File: src/rtl/ps2_host_tx_pkg.sv
// Shared definitions for the PS/2 host transmitter: state encoding, frame
// bit positions and cycle-count helpers derived from the system clock rate.
package ps2_host_tx_pkg;

   typedef enum logic [2:0] {
      ST_IDLE     = 3'd0,
      ST_INHIBIT  = 3'd1,
      ST_START    = 3'd2,
      ST_FRAME    = 3'd3,
      ST_WAITIDLE = 3'd4
   } ps2_state_t;

   // Falling-edge numbers within a frame (edge 1..8 = data bits 0..7)
   localparam logic [3:0] BIT_PARITY = 4'd9;
   localparam logic [3:0] BIT_STOP   = 4'd10;
   localparam logic [3:0] BIT_ACK    = 4'd11;

   // Clock-low inhibit time before the start bit, in system clock cycles
   function automatic int inhibit_cycles(input int clk_khz, input int inhibit_us);
      return clk_khz * inhibit_us / 1000;
   endfunction

   // Limit from clock release to ACK, in system clock cycles
   function automatic int timeout_cycles(input int clk_khz, input int timeout_ms);
      return clk_khz * timeout_ms;
   endfunction

   // Payload plus odd parity, shifted out LSB first
   function automatic logic [8:0] frame_bits(input logic [7:0] d);
      return {~^d, d};
   endfunction

endpackage

File: src/rtl/ps2_host_tx_sync.sv
// Pin conditioner for one PS/2 line: two-flop synchroniser, optional level
// filter (PS2_FILTER_EN) and a one-cycle falling-edge pulse.
module ps2_host_tx_sync #(
   parameter int FILTER = 8
) (
   input  logic clock,
   input  logic reset,
   input  logic pin,
   output logic lvl,
   output logic fall
);

   logic s1;
   logic s2;

   // Synchronise the asynchronous pin; idle PS/2 lines are high
   always_ff @(posedge clock or negedge reset) begin
      if (!reset) begin
         s1 <= 1'b1;
         s2 <= 1'b1;
      end else begin
         s1 <= pin;
         s2 <= s1;
      end
   end

`ifdef PS2_FILTER_EN
   localparam int CW = (FILTER > 1) ? $clog2(FILTER) : 1;
   localparam logic [CW-1:0] CNT_LAST = CW'(FILTER - 1);

   logic [CW-1:0] cnt;

   // Adopt a new level only after FILTER consecutive samples agree on it
   always_ff @(posedge clock or negedge reset) begin
      if (!reset) begin
         lvl  <= 1'b1;
         cnt  <= '0;
         fall <= 1'b0;
      end else begin
         fall <= 1'b0;
         if (s2 == lvl) begin
            cnt <= '0;
         end else if (cnt == CNT_LAST) begin
            lvl  <= s2;
            cnt  <= '0;
            fall <= ~s2;
         end else begin
            cnt <= cnt + 1'b1;
         end
      end
   end
`else
   logic prv;
   logic unused_filter;

   assign unused_filter = ^FILTER;

   // Previous synchronised level for edge detection
   always_ff @(posedge clock or negedge reset) begin
      if (!reset) prv <= 1'b1;
      else        prv <= s2;
   end

   assign lvl  = s2;
   assign fall = prv & ~s2;
`endif

endmodule

File: src/rtl/ps2_host_tx.sv
// PS/2 host-to-device transmitter. Inhibits the bus, issues a start bit,
// shifts a byte plus odd parity out on device clock falls, then checks the
// device ACK. Optional input filtering with PS2_FILTER_EN.
// Handshake: strb is a one-cycle request honoured only while busy=0; the byte
// on data is captured in that cycle; busy stays high until the single-cycle
// done (ACK) or error (NACK/timeout) pulse, and drops in the same cycle.
module ps2_host_tx
   import ps2_host_tx_pkg::*;
#(
   parameter int CLK_KHZ    = 56000,
   parameter int INHIBIT_US = 120,
   parameter int TIMEOUT_MS = 15,
   parameter int FILTER     = 8
) (
   input  logic       clock,
   input  logic       reset,
   input  logic       strb,
   input  logic [7:0] data,
   output logic       busy,
   output logic       done,
   output logic       error,
   input  logic       ps2ckI,
   input  logic       ps2dqI,
   output logic       ps2ckO,
   output logic       ps2dqO,
   output logic [2:0] state_dbg
);

   localparam int INH_CYC = inhibit_cycles(CLK_KHZ, INHIBIT_US);
   localparam int TO_CYC  = timeout_cycles(CLK_KHZ, TIMEOUT_MS);
   localparam int INH_W   = $clog2(INH_CYC);
   localparam int TO_W    = $clog2(TO_CYC);
   // The START cycle also keeps the clock low, so INHIBIT ends one cycle early
   // to make the total clock-low time exactly INH_CYC cycles.
   localparam logic [INH_W-1:0] INH_LAST = INH_W'(INH_CYC - 2);
   localparam logic [TO_W-1:0]  TO_LAST  = TO_W'(TO_CYC - 1);

   ps2_state_t       state;
   logic [8:0]       sh;
   logic [3:0]       n;
   logic [3:0]       n_nxt;
   logic [INH_W-1:0] inh_cnt;
   logic [TO_W-1:0]  to_cnt;
   logic             ck_lvl;
   logic             ck_fall;
   logic             dq_lvl;
   logic             dq_fall_unused;

   ps2_host_tx_sync #(.FILTER(FILTER)) u_ck_sync (
      .clock (clock),
      .reset (reset),
      .pin   (ps2ckI),
      .lvl   (ck_lvl),
      .fall  (ck_fall)
   );

   ps2_host_tx_sync #(.FILTER(FILTER)) u_dq_sync (
      .clock (clock),
      .reset (reset),
      .pin   (ps2dqI),
      .lvl   (dq_lvl),
      .fall  (dq_fall_unused)
   );

   assign n_nxt     = n + 4'd1;
   assign state_dbg = state;

   // Transmit sequencer with registered line drivers and status pulses
   always_ff @(posedge clock or negedge reset) begin
      if (!reset) begin
         state   <= ST_IDLE;
         busy    <= 1'b0;
         done    <= 1'b0;
         error   <= 1'b0;
         ps2ckO  <= 1'b0;
         ps2dqO  <= 1'b0;
         sh      <= '0;
         n       <= '0;
         inh_cnt <= '0;
         to_cnt  <= '0;
      end else begin
         done  <= 1'b0;
         error <= 1'b0;
         case (state)
            ST_IDLE: begin
               if (strb) begin
                  sh      <= frame_bits(data);
                  n       <= '0;
                  busy    <= 1'b1;
                  ps2ckO  <= 1'b1;
                  inh_cnt <= '0;
                  state   <= ST_INHIBIT;
               end
            end
            ST_INHIBIT: begin
               if (inh_cnt == INH_LAST) begin
                  ps2dqO <= 1'b1;
                  state  <= ST_START;
               end else begin
                  inh_cnt <= inh_cnt + 1'b1;
               end
            end
            ST_START: begin
               ps2ckO <= 1'b0;
               to_cnt <= '0;
               state  <= ST_FRAME;
            end
            ST_FRAME, ST_WAITIDLE: begin
               if (to_cnt == TO_LAST) begin
                  ps2ckO <= 1'b0;
                  ps2dqO <= 1'b0;
                  error  <= 1'b1;
                  busy   <= 1'b0;
                  state  <= ST_IDLE;
               end else begin
                  to_cnt <= to_cnt + 1'b1;
                  if (state == ST_FRAME) begin
                     if (ck_fall) begin
                        n <= n_nxt;
                        case (n_nxt)
                           BIT_STOP: ps2dqO <= 1'b0;
                           BIT_ACK: begin
                              if (!dq_lvl) begin
                                 state <= ST_WAITIDLE;
                              end else begin
                                 error <= 1'b1;
                                 busy  <= 1'b0;
                                 state <= ST_IDLE;
                              end
                           end
                           default: ps2dqO <= ~sh[n_nxt - 4'd1];
                        endcase
                     end
                  end else if (ck_lvl && dq_lvl) begin
                     done  <= 1'b1;
                     busy  <= 1'b0;
                     state <= ST_IDLE;
                  end
               end
            end
            default: state <= ST_IDLE;
         endcase
      end
   end

endmodule
File: config.mk
export PLATFORM = sky130hd
export DESIGN_NAME = ps2_host_tx
export DESIGN_NICKNAME = d
export VERILOG_FILES = /design/src/rtl/ps2_host_tx_pkg.sv /design/src/rtl/ps2_host_tx_sync.sv /design/src/rtl/ps2_host_tx.sv
export SDC_FILE = /design/constraint.sdc
export NUM_CORES = 1
export LEC_CHECK = 0
export CAP_MARGIN = 20
export CORE_ASPECT_RATIO = 1.25
export CORE_MARGIN = 10
export CORE_UTILIZATION = 45
export DETAILED_ROUTE_END_ITERATION = 8
export GPL_TIMING_DRIVEN = 0
export PLACE_DENSITY_LB_ADDON = 0.25
export SYNTH_ARGS = -nofsm -noshare
export SYNTH_HDL_FRONTEND = slang
export SYNTH_SLANG_ARGS = --single-unit
File: constraint.sdc
create_clock -name clock -period 2.6 [get_ports clock]
set_clock_uncertainty 0.2 [all_clocks]
set_input_delay 0.65 -clock clock [delete_from_list [all_inputs] [get_ports clock]]
set_output_delay 0.65 -clock clock [all_outputs]
set_load 0.01 [all_outputs]
==> impl_metrics.py, run 1 <==
# Physical implementation metrics
metrics = {
    "status": {
        "outcome": "completed",
    },
    "yosys": {
        "synthXorXnorAreaFrac_pct": 8.08,
        "netlist-cell-type-count": 56,
        "synth_chip_area_mm2": 0.00336,
        "syn_inst": 361,
        "flop_cell": "dfrtp_1",
        "yosysCellCount": 361,
        "async_flop_share_pct": 100,
        "yosysSeqAreaShare_pct": 44.2,
    },
    "power": {
        "clkPwrFrac_pct": 37.4,
        "top_power_group": "sequential cells",
        "cellPowerDensity_mw_per_mm2": 584,
        "clock_net_power_uw": 848,
    },
    "placed_design": {
        "gp_congestion": 0.853,
        "dp_hpwl_um": 5420,
        "post-place-ws_ps": -213,
    },
    "detailed_routing": {
        "postRouteAntennaNets": 0,
        "drc_errors": 0,
        "dr_wl_met2_um": 3820,
        "top_layer_used": "met4",
        "viasPerCell": 5.56,
    },
    "cells_and_area": {
        "fillCellCount": 674,
        "seqCellArea_mm2": 0.00148,
        "comb_share_pct": 45.2,
        "seq_share_pct": 38.2,
        "final_layout_top_logic_cells": "dfrtp_1 (54), nor2_1 (48), nand2_1 (33)",
        "num_antenna_cells": 0,
        "area_delta_synth_final_pct": 15.7,
        "clk_share_pct": 5.15,
        "largest_cell_class": "combinational gates",
    },
    "final_timing": {
        "tns_ps": 0,
        "max_freq_mhz": 412,
        "finalHoldViolations": 0,
        "timing.hold.ws_ps": 146,
    },
    "min_path": {
        "min_path_type": "in2async",
    },
    "critical_path": {
        "crit_slowest_cell": "clkdlybuf4s50_1",
        "cpPeakStageDelay_ps": 510,
        "path_cells": "clkdlybuf4s50_1 > nor2b_1 > nand2b_1 > nor2_1 > buf_2 > mux2_2",
        "reg2reg_from": "n[0]$_DFFE_PN0P_",
        "crit_fanout": 19,
    },
    "clock_network": {
        "cts_tree": "done",
        "cts_setup_buffers": 0,
        "numCtsBuffers": 9,
        "cts_buffer_depth": 2,
        "cts.clk_slew.worst_paths_ps": 60,
    },
    "global_route": {
        "met2_usage_pct": 24.4,
        "overflow": 0,
    },
    "die": {
        "rows": 35,
    },
    "job": {
        "maxCapViolCount": 0,
    },
}
Run 1, metal 2:
Scale: 4 px per µm.
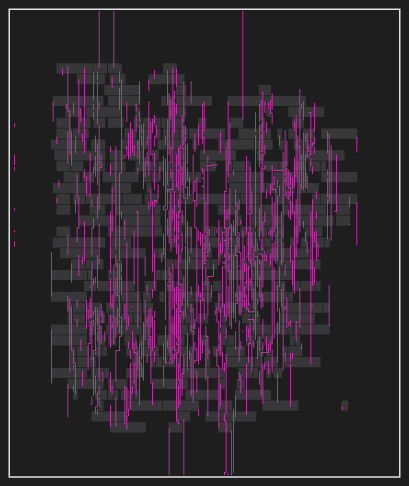
- longest straight run: 38.1 µm
- share of all routed wire: 52%
- wire length on this layer: 3820 µm

Run 1, signal wires on met3:
Scale: 4 px per µm.
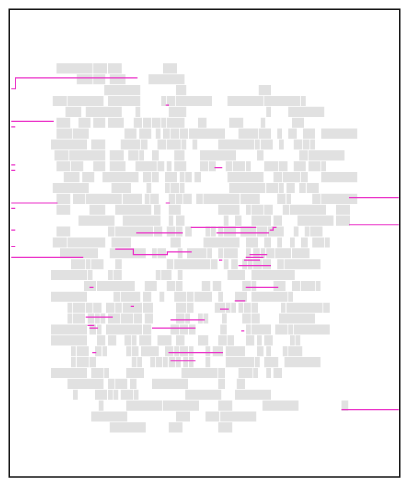
- nets with wire on the layer: 31
- main direction: horizontal
- share of all routed wire: 3.6%
- wire length on this layer: 263 µm
routed wire length: 7340 µm
met3 Usage GRT: 2.78%

Run 1, pin placement:
Scale: 4 px per µm. Pins as bars across the die edge, other pins in grey.
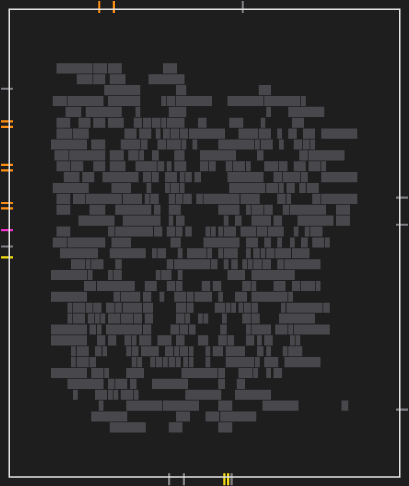
- orange: `data` (pins 8; direction input; edge 6 left, 2 top)
- yellow: `state_dbg` (pins 3; direction output; edge 2 bottom, 1 left)
- magenta: `ps2ckI` (pins 1; direction input; edge left)
- all pins by edge: 10 left, 5 bottom, 3 top, 3 right
port buffer count: 20
Die Height: 117 µm
Die Wd: 97.3 µm

Run 1, routed metal per tile:
Scale: 3 px per µm. The die is cut into 19 by 23 equal tiles; dark blue is low, red is high, scaled to the fullest tile. Values are wire area over tile area, all layers added.
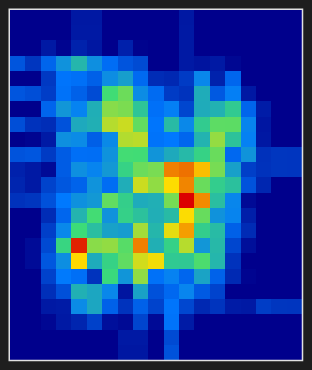
- fullest tile: 0.53
- mean over tiles: 0.10
- nearly empty tiles: 35%
- densest ninth of the die: centre
- emptiest ninth of the die: lower right
- tiles over half the peak: 11%

--- run 2 (diff from run 1) ---
--- a/config.mk
+++ b/config.mk
@@ -5,13 +5,14 @@
 export SDC_FILE = /design/constraint.sdc
 export NUM_CORES = 1
 export LEC_CHECK = 0
+export ABC_CLOCK_PERIOD_IN_PS = 2600
 export CAP_MARGIN = 20
 export CORE_ASPECT_RATIO = 1.25
 export CORE_MARGIN = 10
 export CORE_UTILIZATION = 45
 export DETAILED_ROUTE_END_ITERATION = 8
-export GPL_TIMING_DRIVEN = 0
 export PLACE_DENSITY_LB_ADDON = 0.25
 export SYNTH_ARGS = -nofsm -noshare
 export SYNTH_HDL_FRONTEND = slang
 export SYNTH_SLANG_ARGS = --single-unit
+export TNS_END_PERCENT = 1
Run 2, routed metal per tile:
Scale: 3 px per µm. The die is cut into 19 by 23 equal tiles; dark blue is low, red is high, scaled to the fullest tile. Values are wire area over tile area, all layers added.
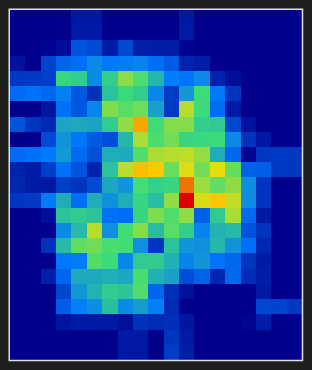
- emptiest ninth of the die: upper right
- fullest tile: 0.50
- tiles over half the peak: 12%
- nearly empty tiles: 35%
- densest ninth of the die: centre
- mean over tiles: 0.097
Avg WL per Cell: 14.8 µm
routed wire length: 7150 µm
via count: 2641

Run 2, signal wires on met3:
Scale: 4 px per µm.
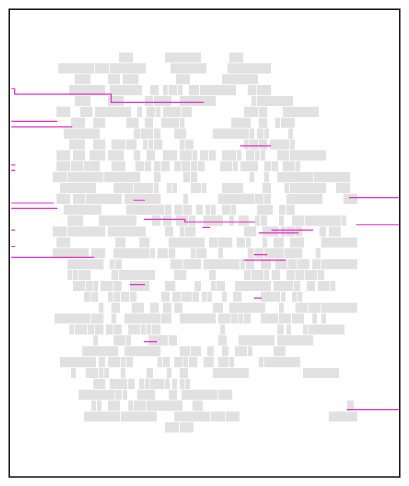
- wire length on this layer: 238 µm
- nets with wire on the layer: 17
met3 Usage GRT: 3.31%

Run 2, routing congestion:
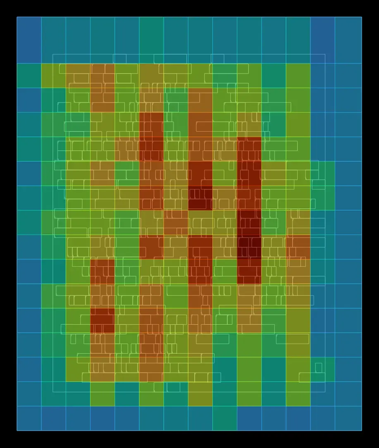
Post-Route Utilization: 53.1%
GRT Util Overall: 13.1%
gr busiest metal: met2
grt met1 use: 15.0%
M2 GR Usage: 23.2%

==> run 2 against run 1 <==
Worst setup slack improved by 7.6 ps. Area after synthesis did not move. Wire length fell by 2.6%. Combinational power fell by 3%. Total power fell by 1.4%. Via count fell by 2.3%. Largest power group unchanged. Non-clock buffer count fell by 4.
==> impl_metrics.py, run 2 <==
# Physical implementation metrics
metrics = {
    "power": {
        "clkPwrFrac_pct": 36.8,
        "cellPowerDensity_mw_per_mm2": 576,
        "top_power_group": "sequential cells",
    },
    "critical_path": {
        "path_cells": "clkdlybuf4s50_1",
        "crit_slowest_cell": "clkdlybuf4s50_1",
        "reg2reg_from": "n[1]$_DFFE_PN0P_",
        "crit_fanout": 15,
        "cpPeakStageDelay_ps": 630,
    },
    "detailed_routing": {
        "drc_errors": 0,
        "postRouteAntennaNets": 0,
    },
    "yosys": {
        "synthXorXnorAreaFrac_pct": 8.08,
        "synth_chip_area_mm2": 0.00336,
        "yosysSeqAreaShare_pct": 44.2,
        "async_flop_share_pct": 100,
        "netlist-cell-type-count": 56,
    },
    "placed_design": {
        "io_buffers": 20,
        "post-place-ws_ps": 56.7,
        "dp_hpwl_um": 5220,
    },
    "clock_network": {
        "cts_buffer_depth": 2,
        "numCtsBuffers": 9,
        "cts_tree": "done",
        "cts_setup_buffers": 0,
    },
    "cells_and_area": {
        "comb_share_pct": 45.2,
        "seq_share_pct": 38.2,
        "area_delta_synth_final_pct": 15.6,
        "num_antenna_cells": 0,
        "fillCellCount": 674,
        "seqCellArea_mm2": 0.00148,
        "final_layout_top_logic_cells": "dfrtp_1 (54), nor2_1 (48), nand2_1 (33)",
        "clk_share_pct": 5.00,
    },
    "final_timing": {
        "tns_ps": 0,
        "timing.hold.ws_ps": 113,
        "max_freq_mhz": 413,
    },
    "die": {
        "die-height_um": 117,
        "rows": 35,
    },
    "min_path": {
        "min_path_type": "in2async",
    },
    "global_route": {
        "overflow": 0,
    },
    "status": {
        "outcome": "completed",
    },
}
Power and IR drop assume default switching activity.
